<file path="config.mk">
export PLATFORM = sky130hd
export DESIGN_NAME = mem_arbiter_flat
export DESIGN_NICKNAME = d
export VERILOG_FILES = /design/src/rtl/mem_arbiter_if.sv /design/src/rtl/mem_arbiter.sv /design/src/flat_wrapper.sv
export SDC_FILE = /design/constraint.sdc
export NUM_CORES = 1
export LEC_CHECK = 0
export CAP_MARGIN = 25
export CORE_ASPECT_RATIO = 0.8
export CORE_UTILIZATION = 44
export CTS_CLUSTER_DIAMETER = 120
export DETAILED_ROUTE_END_ITERATION = 7
export MAX_ROUTING_LAYER = met4
export PLACE_DENSITY = 0.86
export SYNTH_ARGS = -nofsm -noshare
export SYNTH_HDL_FRONTEND = slang
export SYNTH_SLANG_ARGS = --single-unit
</file>
<file path="constraint.sdc">
create_clock -name clk -period 9.45 [get_ports clk]
set_clock_uncertainty 0.2 [all_clocks]
set_input_delay 1.4175 -clock clk [delete_from_list [all_inputs] [get_ports clk]]
set_output_delay 1.4175 -clock clk [all_outputs]
set_load 0.02 [all_outputs]
</file>
<file path="src/rtl/mem_arbiter_if.sv">
// mem_arbiter_if: fetch/data request ports and the shared memory port of mem_arbiter.
// master is the arbiter's view; slave is the view of the requesters plus the memory.
interface mem_arbiter_if #(
    parameter int ADDR_W = 32,
    parameter int DATA_W = 32
);
    logic              i_req;
    logic [ADDR_W-1:0] i_addr;
    logic              i_ack;
    logic [DATA_W-1:0] i_rdata;
    logic              d_req;
    logic              d_we;
    logic [ADDR_W-1:0] d_addr;
    logic [DATA_W-1:0] d_wdata;
    logic [DATA_W/8-1:0] d_wstrb;
    logic              d_ack;
    logic [DATA_W-1:0] d_rdata;
    logic              err;
    logic              m_valid;
    logic              m_we;
    logic [ADDR_W-1:0] m_addr;
    logic [DATA_W-1:0] m_wdata;
    logic [DATA_W/8-1:0] m_wstrb;
    logic              m_ready;
    logic [DATA_W-1:0] m_rdata;
    modport master (
        input  i_req, i_addr, d_req, d_we, d_addr, d_wdata, d_wstrb, m_ready, m_rdata,
        output i_ack, i_rdata, d_ack, d_rdata, err, m_valid, m_we, m_addr, m_wdata, m_wstrb
    );
    modport slave (
        output i_req, i_addr, d_req, d_we, d_addr, d_wdata, d_wstrb, m_ready, m_rdata,
        input  i_ack, i_rdata, d_ack, d_rdata, err, m_valid, m_we, m_addr, m_wdata, m_wstrb
    );
endinterface

</file>
<file path="src/rtl/mem_arbiter.sv">
// mem_arbiter: serialises fetch and load/store accesses onto one memory port,
// data-first with a bounded fetch starvation streak and an optional memory timeout.
module mem_arbiter #(
    parameter int ADDR_W          = 32,
    parameter int DATA_W          = 32,
    parameter int MAX_DATA_STREAK = 4,
    parameter int TIMEOUT         = 16
) (
    input logic           clk,
    input logic           rst,
    mem_arbiter_if.master bus
);
    localparam int SW = $clog2(MAX_DATA_STREAK + 1);
    localparam int TW = TIMEOUT > 1 ? $clog2(TIMEOUT) : 1;
    localparam logic [SW-1:0] STREAK_MAX = SW'(MAX_DATA_STREAK);
    localparam logic [TW-1:0] TIMER_LAST = TW'(TIMEOUT - 1);
    typedef enum logic [1:0] {IDLE, BUSY_D, BUSY_I, RESP} state_t;
    state_t        state;
    logic [SW-1:0] streak;
    logic [TW-1:0] timer;
    logic          grant_d;
    logic          grant_i;
    logic          expired;
    assign grant_d = bus.d_req && (!bus.i_req || streak < STREAK_MAX);
    assign grant_i = !grant_d && bus.i_req;
    assign expired = TIMEOUT != 0 && timer == TIMER_LAST;
    always_ff @(posedge clk or posedge rst) begin
        if (rst) begin
            state       <= IDLE;
            streak      <= '0;
            timer       <= '0;
            bus.m_valid <= 1'b0;
            bus.m_we    <= 1'b0;
            bus.m_addr  <= '0;
            bus.m_wdata <= '0;
            bus.m_wstrb <= '0;
            bus.i_ack   <= 1'b0;
            bus.d_ack   <= 1'b0;
            bus.err     <= 1'b0;
            bus.i_rdata <= '0;
            bus.d_rdata <= '0;
        end else begin
            bus.i_ack <= 1'b0;
            bus.d_ack <= 1'b0;
            bus.err   <= 1'b0;
            case (state)
                IDLE: if (grant_d || grant_i) begin
                    state       <= grant_d ? BUSY_D : BUSY_I;
                    timer       <= '0;
                    bus.m_valid <= 1'b1;
                    bus.m_we    <= grant_d && bus.d_we;
                    bus.m_addr  <= grant_d ? bus.d_addr : bus.i_addr;
                    bus.m_wdata <= grant_d ? bus.d_wdata : '0;
                    bus.m_wstrb <= grant_d ? bus.d_wstrb : '0;
                    // a data grant with fetch waiting implies streak < max, so this saturates
                    streak      <= (grant_d && bus.i_req) ? streak + 1'b1 : '0;
                end
                BUSY_D, BUSY_I: if (bus.m_ready || expired) begin
                    state       <= RESP;
                    bus.m_valid <= 1'b0;
                    bus.err     <= !bus.m_ready;
                    if (state == BUSY_D) begin
                        bus.d_ack   <= 1'b1;
                        bus.d_rdata <= bus.m_ready ? bus.m_rdata : '0;
                    end else begin
                        bus.i_ack   <= 1'b1;
                        bus.i_rdata <= bus.m_ready ? bus.m_rdata : '0;
                    end
                end else begin
                    timer <= timer + 1'b1;
                end
                default: state <= IDLE;
            endcase
        end
    end
endmodule

</file>
<file path="src/flat_wrapper.sv">
// flat-port wrapper written by rule: the top's interface ports become plain ports
module mem_arbiter_flat 
#(
    parameter int ADDR_W          = 32,
    parameter int DATA_W          = 32,
    parameter int MAX_DATA_STREAK = 4,
    parameter int TIMEOUT         = 16
)
  (clk, rst, bus_i_req, bus_i_addr, bus_d_req, bus_d_we, bus_d_addr, bus_d_wdata, bus_d_wstrb, bus_m_ready, bus_m_rdata, bus_i_ack, bus_i_rdata, bus_d_ack, bus_d_rdata, bus_err, bus_m_valid, bus_m_we, bus_m_addr, bus_m_wdata, bus_m_wstrb);
  mem_arbiter_if #(.ADDR_W(ADDR_W), .DATA_W(DATA_W)) bus_i ();
  input logic clk;
  input logic rst;
  input wire logic [$bits(bus_i.i_req)-1:0] bus_i_req;
  input wire logic [$bits(bus_i.i_addr)-1:0] bus_i_addr;
  input wire logic [$bits(bus_i.d_req)-1:0] bus_d_req;
  input wire logic [$bits(bus_i.d_we)-1:0] bus_d_we;
  input wire logic [$bits(bus_i.d_addr)-1:0] bus_d_addr;
  input wire logic [$bits(bus_i.d_wdata)-1:0] bus_d_wdata;
  input wire logic [$bits(bus_i.d_wstrb)-1:0] bus_d_wstrb;
  input wire logic [$bits(bus_i.m_ready)-1:0] bus_m_ready;
  input wire logic [$bits(bus_i.m_rdata)-1:0] bus_m_rdata;
  output wire logic [$bits(bus_i.i_ack)-1:0] bus_i_ack;
  output wire logic [$bits(bus_i.i_rdata)-1:0] bus_i_rdata;
  output wire logic [$bits(bus_i.d_ack)-1:0] bus_d_ack;
  output wire logic [$bits(bus_i.d_rdata)-1:0] bus_d_rdata;
  output wire logic [$bits(bus_i.err)-1:0] bus_err;
  output wire logic [$bits(bus_i.m_valid)-1:0] bus_m_valid;
  output wire logic [$bits(bus_i.m_we)-1:0] bus_m_we;
  output wire logic [$bits(bus_i.m_addr)-1:0] bus_m_addr;
  output wire logic [$bits(bus_i.m_wdata)-1:0] bus_m_wdata;
  output wire logic [$bits(bus_i.m_wstrb)-1:0] bus_m_wstrb;
  assign bus_i.i_req = bus_i_req;
  assign bus_i.i_addr = bus_i_addr;
  assign bus_i.d_req = bus_d_req;
  assign bus_i.d_we = bus_d_we;
  assign bus_i.d_addr = bus_d_addr;
  assign bus_i.d_wdata = bus_d_wdata;
  assign bus_i.d_wstrb = bus_d_wstrb;
  assign bus_i.m_ready = bus_m_ready;
  assign bus_i.m_rdata = bus_m_rdata;
  assign bus_i_ack = bus_i.i_ack;
  assign bus_i_rdata = bus_i.i_rdata;
  assign bus_d_ack = bus_i.d_ack;
  assign bus_d_rdata = bus_i.d_rdata;
  assign bus_err = bus_i.err;
  assign bus_m_valid = bus_i.m_valid;
  assign bus_m_we = bus_i.m_we;
  assign bus_m_addr = bus_i.m_addr;
  assign bus_m_wdata = bus_i.m_wdata;
  assign bus_m_wstrb = bus_i.m_wstrb;
  mem_arbiter #(.ADDR_W(ADDR_W), .DATA_W(DATA_W), .MAX_DATA_STREAK(MAX_DATA_STREAK), .TIMEOUT(TIMEOUT)) u_core (.clk(clk), .rst(rst), .bus(bus_i));
endmodule
</file>
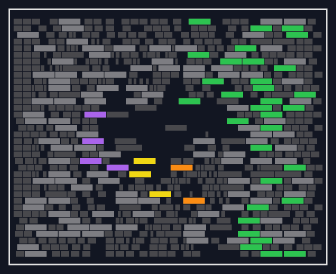
run_1/registers.png
Other sequential cells in the stronger gray, the rest of the logic in the fainter gray.
Purple marks u_core.bus.m_wstrb, flops 4, where middle left. Yellow marks u_core.streak, flops 3. Green marks u_core.bus.d_rdata, flops 32. Orange marks u_core.state, flops 2.
Another 105 sequential cells are not colored.

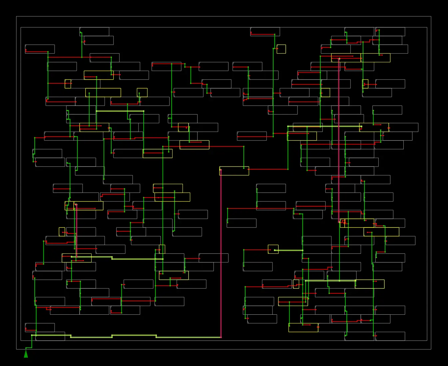
run_1/final_clocks.png
clock buffer count: 18
registers: 146

==> run_results.csv, run 1 <==
group,metric,value,unit
synth,synth_top_area_share,0.638,
floorplanning,std_cell_rows,36,
worst_setup_path,start_kind,"input port",
power,power_switching,0.00121,W
layout,regArea,3650,um2
synth,common_cells,"146 x dfrtp_1, 104 x a22o_1, 36 x nand2_1",
placement,hpwl,12.3,mm
drt,avgViaCountPerCell,5.43,
run,maxCapViolations,0,
grt,met3_usage,0.0772,
drt,ant_nets,0,
clocking,insertion_delay,0.42,ns
synth,largest_area_cell,"dfrtp_1",
layout,nMultiInputCombCells,249,
synth,yosys_warnings,0,
worst_setup_path,path_max_fanout,80,
power,seq_power_share,0.330,
power,pg_seq,0.00108,W
timing,report.final.hold_viol_count,0,
synth,edf_count,0,
worst_setup_path,cpPeakStageDelay,0.67,ns
drt,route.met2.wl,8.96,mm
worst_setup_path,crit_start,"bus_i_req",
floorplanning,core_region_area,12400,um2
layout,fill_cells,782,
grt,grt_busiest_layer,"met2",
grt,grt_use_total,0.275,
clocking,cts_hold_buffers,0,
layout,dominant_cells,"flip-flops and latches",
synth,synth_area,5730,um2
power,clock_power,0.000672,W
power,p_sw_frac,0.370,
worst_setup_path,r2r_start,"u_core.state[1]",
power,power_leader,"combinational logic",
timing,finalSetupViolCount,0,
layout,buf_share,0.313,
drt,dr.pass1.iters,4,
timing,fin_crit_sh,0.365,
worst_setup_path,cp.depth,4,
timing,fin_tns_setup,0,ns
layout,layout_top_cell,"clkdlybuf4s50_1",
outcome,status,"finished, final reports clean",
layout,signal_buffers,284,
worst_setup_path,slowest_stage,"buf_4",
synth,ys_seq_frac,0.638,
power,power_density,350,nW/um2
drt,avgRoutedWirePerCell,19.7,um
layout,nets,850,
power,p_leak,4.17,nW
timing,max_freq,290,MHz
worst_setup_path,rr_worst_depth,5,
grt,overflow,0,
floorplanning,die_h,104,um
clocking,tritoncts,"yes",
drt,drc,0,
worst_setup_path,critPathKind,"input port to flip-flop",
floorplanning,fp_util,0.461,
floorplanning,die_x,130,um
floorplanning,fp.dieArea,13500,um2
timing,rsz0062_at_grt,"no",
floorplanning,nWellTaps,171,
layout,final_cell_mix,"274 x clkdlybuf4s50_1, 146 x dfrtp_1, 104 x a22o_1",
worst_setup_path,r2r_end,"u_core.bus.m_addr[13]",
grt,antenna_found_initial,0,
worst_setup_path,endpoint_kind,"flip-flop",
timing,tightest_slew,0.704,ns
grt,gr-usage-met2,0.452,
clocking,postCtsSetupRepairBufs,0,
layout,fin_util,0.750,
timing,period_minus_slack,3.45,ns
power,p_comb_frac,0.464,
clocking,cts_buffers,17,
power,vdd_ir_drop_max,0.190,mV
clocking,clock-sinks,146,
drt,wl_met1,6.78,mm
layout,synthToLayoutAreaGrowth,62.7,%
drt,drtIter0Drc,296,
drt,vias,4823,
grt,grt_start_max_net_pins,86,
drt,drt-total-wl,17.5,mm
layout,sh_comb_area,0.205,
synth,area_leaders,"dfrtp_1 64%, a22o_1 16%, mux2i_1 5.8%",
clocking,cts_resized,0,
worst_setup_path,critPathCapture,"u_core.bus.m_addr[13]",
synth,synthCells,436,
layout,mi_logic_area,1920,um2
floorplanning,num_io_pins,275,
clocking,cts_max_path_buffers,2,
worst_setup_path,path_cells,"clkdlybuf4s50_1 -> o21ai_4 -> buf_4 -> o21ai_0",
worst_setup_path,critPathBufInv,2,
power,powerComb,0.00152,W
synth,top_cell,"dfrtp_1",
timing,relSlewSlack,0.531,
worst_setup_path,crit_family,"buffers and inverters",
synth,syn_avg_cell_area,13.1,um2
worst_setup_path,worstPathArrival,3.50,ns
worst_hold_path,hold_path_depth,2,
layout,clkCellAreaFrac,0.0636,
synth,ys_types,40,
synth,yosysChipArea,5730,um2
synth,synthFlopType,"dfrtp_1",
timing,final_max_slew_viol_count,0,
power,p_int,0.00206,W
grt,grt_pass1_vias,4992,
grt,grt_pass1_wl,26.9,mm
timing,holdWs,0.277,ns
worst_setup_path,r2r_slack,7.09,ns
placement,place_congestion,0.832,
worst_hold_path,min-delay-start,"u_core.bus.m_addr[16]",
synth,syn-num-nets,581,
clocking,clk_pin_slew,0.06,ns
worst_hold_path,worstHoldEndpoint,"u_core.bus.m_addr[16]",
layout,diodes,0,
drt,dr.max_layer_used,"met4",
layout,inv_count,7,
worst_setup_path,cp_data_required_time,9.50,ns
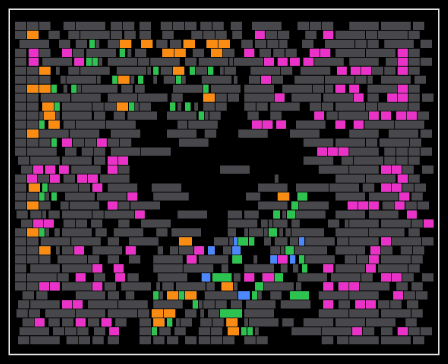
run_1/gate_families.png
Magenta marks AND-OR and OR-AND gates, cells 106, most used a22o_1, where spread over the die. Blue marks NOR gates, cells 8. Orange marks multiplexers, cells 34, most used mux2i_1. Green marks inverting AOI/OAI gates, cells 48, most used o21ai_0.

==> run 1: through the flow <==
| step | total power, W | instance area (um2) | instances | worst slack (ns) |
|---|---|---|---|---|
| finish | 0.00327 | 9330 | 889 | 6.00 |
| global route | 0.00342 | 9330 | 889 | 5.85 |
| CTS | 0.00329 | 9290 | 887 | 6.05 |
| detailed placement | 0.00259 | 8700 | 855 | 5.61 |
| global placement | 0.00251 | 8590 | 851 | 5.75 |
| floorplan | 0.00181 | 5730 | 436 | 3.91 |
==> run 1: kinds of logic after synthesis <==
group,synth area share
and+or+nand+nor,0.0443
DFF,0.638
muxes,0.0596
adders and majority gates,0.0153
AOI/OAI and AO/OA,0.212
buffers and inverters,0.0314
==> run 1 -> run 2 <==
Settings changed: CORE_UTILIZATION 44 to 37, PLACE_DENSITY 0.86 to 0.77.
Clock period 9.45 ns to 2.8 ns, I/O delays scaled along.
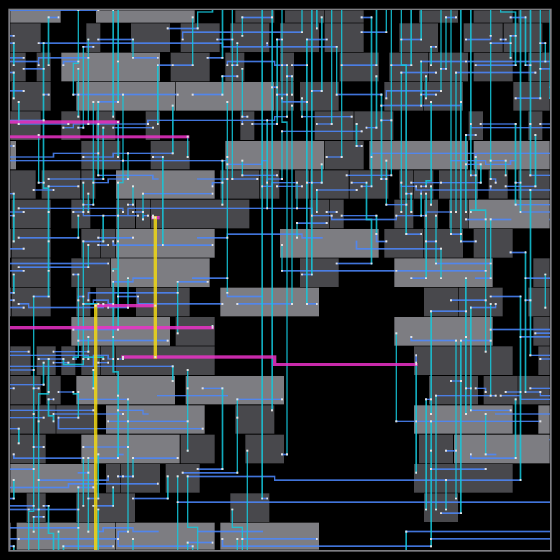
run_2/zoom.png
Region (10, 60) to (60, 110) um. Cells in gray, sequential cells in the stronger gray; small squares are vias.
Magenta marks met3. Yellow marks met4. Blue marks met1. Cyan marks met2.
131 logic cells have their middle in the window. Sequential cells in the window: 25. Netlist names of flops here include u_core.bus.m_addr (20), u_core.streak (3), u_core.bus.m_wstrb (2). Most frequent: clkdlybuf4s50_1 (35), dfrtp_1 (25), o21ai_0 (20).

==> run 2 against run 1 <==
  * Sequential cell count unchanged
  * Power rose to 3.3 times the previous value
  * Cell area down 0.34%
  * Worst hold slack worse by 0.0072 ns
  * Routed wire length down 8.6%
  * Sequential share of layout area up 0.13 points
  * Setup slack worse by 5.5 ns
  * First-iteration DRC count down 46%
  * Highest routed layer unchanged
  * Combinational power rose to 3.3 times the previous value
  * Global-route usage down 6.6 points
  * Critical path type is now flip-flop to flip-flop
==> run_results.csv, run 2 <==
group,metric,value,unit
worst_setup_path,r2r_slack,0.49,ns
layout,clkCellAreaFrac,0.0613,
layout,regArea,3650,um2
clocking,tritoncts,"yes",
drt,ant_nets,0,
placement,placed_cell_area,8720,um2
synth,syn_avg_cell_area,13.1,um2
placement,place_inst,897,
floorplanning,die_h,113,um
synth,ys_sh_adder,0.0153,
synth,synth_top_area_share,0.638,
placement,hpwl,11.5,mm
timing,report.final.hold_viol_count,0,
worst_setup_path,r2r_end,"u_core.timer[2]",
outcome,status,"finished, final reports clean",
synth,synth_area,5730,um2
synth,area_leaders,"dfrtp_1 64%, a22o_1 16%, mux2i_1 5.8%",
synth,ys_seq_frac,0.638,
clocking,insertion_delay,0.42,ns
placement,portBuffers,274,
timing,tightest_slew,0.537,ns
synth,xor_share,0,
synth,ys_types,40,
layout,design_area,9290,um2
placement,place_congestion,0.781,
synth,edf_count,0,
drt,vias,4713,
synth,aoi_share,0.212,
drt,drt-total-wl,16.0,mm
synth,simple_gate_share,0.0443,
synth,largest_area_cell,"dfrtp_1",
worst_setup_path,worstPathArrival,2.43,ns
clocking,cts_max_level,4,
drt,drc,0,
synth,common_cells,"146 x dfrtp_1, 104 x a22o_1, 36 x nand2_1",
synth,yosysChipArea,5730,um2
power,vdd_ir_drop_max,0.581,mV
timing,relSlewSlack,0.640,
layout,sh_comb_area,0.206,
grt,antenna_found_initial,0,
run,maxCapViolations,0,
grt,grt_start_max_net_pins,84,
layout,fin_util,0.617,
worst_setup_path,cp_data_required_time,2.91,ns
worst_setup_path,cp.depth,5,
layout,layout_top_cell,"clkdlybuf4s50_1",
synth,synthFlopType,"dfrtp_1",
clocking,cts_resized,0,
floorplanning,die_x,141,um
layout,mi_logic_area,1920,um2
layout,stdcell_count,929,
worst_setup_path,critPathKind,"flip-flop to flip-flop",
clocking,clk_pin_slew,0.06,ns
timing,rsz0062_at_grt,"no",
clocking,cts_hold_buffers,0,
layout,dominant_cells,"flip-flops and latches",
layout,synthToLayoutAreaGrowth,62.2,%
floorplanning,nWellTaps,210,
grt,grt_use_total,0.209,
worst_setup_path,cpPeakStageDelay,0.56,ns
timing,fin_crit_sh,0.826,
synth,synthCells,436,
grt,grt_pass1_vias,4767,
grt,overflow,0,
layout,signal_buffers,285,
floorplanning,fp_util,0.380,
clocking,clock-sinks,146,
power,totalPowerFinal,0.0107,W
layout,buf_share,0.308,
timing,holdWs,0.269,ns
synth,top_cell,"dfrtp_1",
floorplanning,fp.dieArea,16000,um2
worst_setup_path,critPathCapture,"u_core.timer[2]",
drt,avgViaCountPerCell,5.07,
synth,yosys_warnings,0,
worst_setup_path,slowest_stage,"or4_4",
worst_setup_path,path_max_fanout,12,
layout,diodes,0,
worst_setup_path,path_cells,"inv_1 -> ha_1 -> inv_1 -> or4_4 -> o311ai_1",
drt,drtIter0Drc,160,
power,p_leak,4.13,nW
worst_setup_path,critPathBufInv,2,
layout,inv_count,7,
floorplanning,core_region_area,15100,um2
clocking,postCtsSetupRepairBufs,0,
layout,nets,851,
layout,fill_cells,1164,
layout,flops,146,
timing,fin_tns_setup,0,ns
worst_setup_path,crit_family,"simple AND/OR/NAND/NOR gates",
timing,finalSetupViolCount,0,
synth,logic_family,"AND-OR/OR-AND gates",
placement,pre_cts_ws,0.402,ns
layout,final_cell_mix,"274 x clkdlybuf4s50_1, 146 x dfrtp_1, 104 x a22o_1",
timing,max_freq,432,MHz
synth,syn-num-nets,581,
worst_setup_path,start_kind,"flip-flop",
power,power_density,1160,nW/um2
floorplanning,std_cell_rows,40,
timing,period_minus_slack,2.31,ns
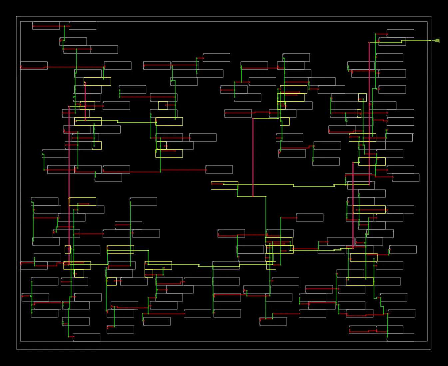
run_2/final_clocks.png
number of buffers created by CTS: 17
clock buffer count: 19

## run 2: cell types whose count changed in the layout (fill, tap and decap cells not counted)
cell	change
buf_16	-5
buf_4	+4
clkinv_2	-4
buf_12	+3
inv_6	+3
bufinv_16	-2
clkinvlp_4	+2
clkbuf_4	-1
clkbuf_8	+1
## run 2: layer usage
metal | track usage | vias to the layer above | wire length, um | share of wire
li1 | - | 2167 | - | -
met1 | 0.254 | 2310 | 6830 | 0.43
met2 | 0.326 | 214 | 7630 | 0.48
met3 | 0.0626 | 22 | 1210 | 0.076
met4 | 0.0848 | 0 | 284 | 0.018
met5 | - | - | 0 | 0
## run 2: power breakdown
part / switching, W / leakage [nW] / internal (W)
sequential: 0.000553 / 1.84 / 0.00304
combinational: 0.00251 / 2.02 / 0.00246
clock: 0.000913 / 0.267 / 0.00126
Power figures rest on the tool's default switching activity, not on a simulated workload.
